Design elelock_ctrl_flat, sky130hd; sources not shown.
### Layout detail

Window x 69 to 89, y 69 to 89 um. Cells in gray, sequential cells in the stronger gray; small squares are vias.
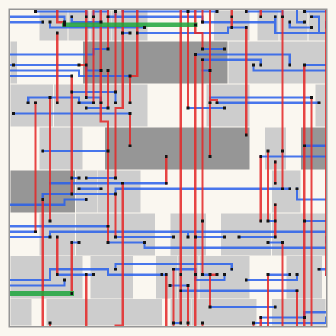
| layer | color |
|---|---|
| met2 | red |
| met1 | blue |
| met3 | green |
sequential cells in the window: 2
most frequent: nor2_1 (5), buf_4 (3)
cells with their middle in the window: 34

### Local utilization

The die is cut into 11 by 11 equal tiles; white is low, dark blue is high, 0 to 100% covered.
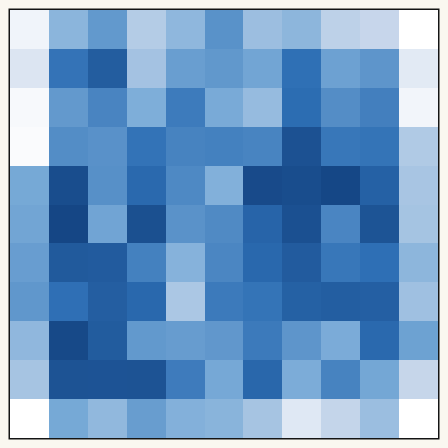
nearly empty tiles: 2.5%
mean over tiles: 57%
tiles over 75% full: 25%
Final Core Density: 63.3%
area of the core: 0.0104 mm2
initial core utilization: 44.7%

### Sizing map

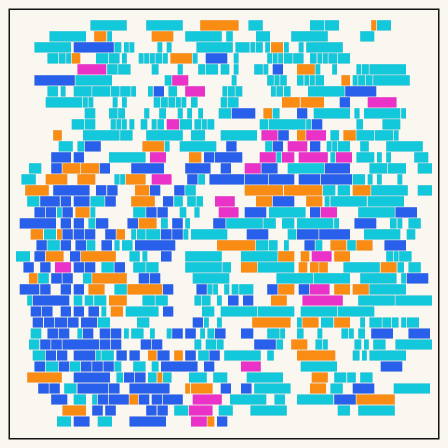
| size | color | cells | share | most used |
|---|---|---|---|---|
| drive 1 or less | cyan | 355 | 57% | dfrtp_1 |
| drive 6 and up | magenta | 26 | 4.1% | clkbuf_8 |
| drive 3 to 4 | blue | 171 | 27% | buf_4 |
| drive 2 | orange | 75 | 12% | mux2_2 |
area growth from synthesis to layout: 41.7%
Signal buffers: 143
smallest setup slack after layout: -3050 ps
fin area: 0.00657 mm2

### Cell placement

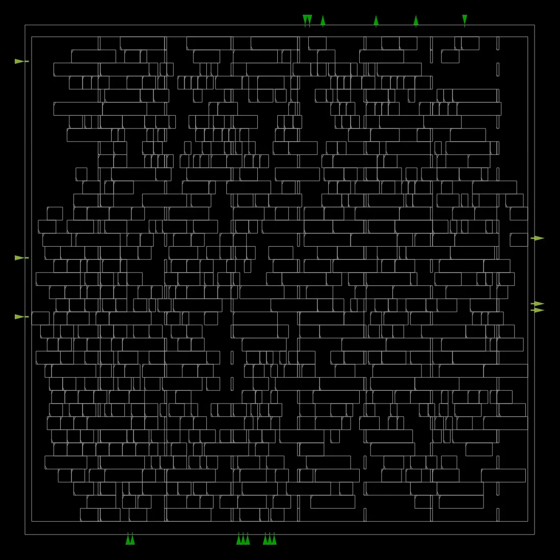
Filler cells: 857
flip-flops: 66
fraction of area in registers: 25.3%

==> metrics.cfg <==
[outcome]
status = finished with violations
failed_checks = negative setup slack

[pwr]
power_frac_clock_pct = 20.8
netSwitchingFraction_pct = 35.2
p_switching_mw = 1.19
power.density_mw_per_mm2 = 517
cellLeakagePower_nw = 2.96

[layout]
clock_cell_area_share_pct = 2.82
layout-drive-gt1-share_pct = 43.4
largest_cell_class = logic gates
register_area_mm2 = 0.00166
comb_cells = 377
layout.buffer.nonclock.area_share_pct = 18.4

[floorplanning]
floorplan.tapcells = 136
die.size.x_um = 106
design.die.area_mm2 = 0.0112
top_level_ports = 20

[grt]
grt_overflow = 0
antenna_found_initial = 0
grtUsageMet1_pct = 30.2
global_route_met3_usage_pct = 3.09

[logic_synthesis]
synth_area_mm2 = 0.00463
yosys.cell_types.count = 78
syn_nets = 515
synthFlopType = sky130_fd_sc_hd__dfrtp_1
postSynthCellCount = 483
yosys.stat.chipArea_mm2 = 0.00463
synthXorXnorAreaFrac_pct = 10.6

[timing]
setup_viol_count_final = 52
final-max-slew-violation-count = 0
setup_slack_ps = -3050

[setup_path]
crit_path_frequent_cell = sky130_fd_sc_hd__ha_4
crit_type = in -> reg
cpPeakStageDelay_ps = 350
crit_path_end_kind = flip-flop

[detailed_routing]
post-route-drc-count = 0

[run]
timing.max_cap.violations = 0

[clock_tree]
clock_sinks = 66
ctsResizeCount = 38
post_cts.repair.setup_buffers = 32

[place]
finalWeightedCongestion = 0.834

[worst_hold_path]
hold_path.class = in -> reg
holdPathStages = 2

## metrics by stage
step / hold slack, ps / instances / setup WS, ps
6_report: 334 / 763 / -3050
5_1_grt: 320 / 763 / -3250
4_1_cts: 419 / 760 / -3160
3_5_place_dp: 503 / 711 / -4050
3_3_place_gp: 483 / 711 / -3910
2_1_floorplan: 480 / 483 / -3260
## synth_stat cells (all sizes together), types with 7 or more instances
library cell | instances | area share, %
a21oi | 15 | 1.6
inv | 24 | 1.9
nand2 | 55 | 4.5
dfrtp | 59 | 32
nor2 | 46 | 3.8
clkbuf | 7 | 0.57
nand3 | 7 | 1.0
nand4 | 9 | 1.9
o21ai | 30 | 3.2
and2 | 7 | 1.0
xnor2 | 39 | 8.1
mux2 | 34 | 9.1
dfstp | 7 | 4.0
ha | 18 | 4.9
nor3 | 17 | 2.3
buf | 8 | 1.3
## per-layer routing
layer  vias to the layer above  wire length [um]  part of all wire, %
met2                        37              5600                   48
met4                         0               119                  1.0
met1                      1863              5660                   49
met3                        10               208                  1.8
met5                         -                 0                    0
li1                       1995                 -                    -
## power groups by stage
stage,Sequential [mW],Combinational [mW],Clock (mW)
floorplan,1.01,0.808,0
global placement,1.02,1.23,0
detailed placement,1.02,1.25,0
CTS,1.00,1.54,0.728
global route,1.02,1.83,0.758
finish,1.01,1.68,0.707
## critical path: cells and delay by family
| family | cells | cell delay, ps |
|---|---|---|
| AND/OR/NAND/NOR | 11 | 1320 |
| multiplexers | 2 | 570 |
| AND-OR/OR-AND | 7 | 1210 |
| adder cells (fa/ha/maj) | 8 | 1970 |
| XOR/XNOR | 1 | 170 |
| buffers and inverters | 6 | 570 |
Power is estimated from default activity; no workload was simulated.
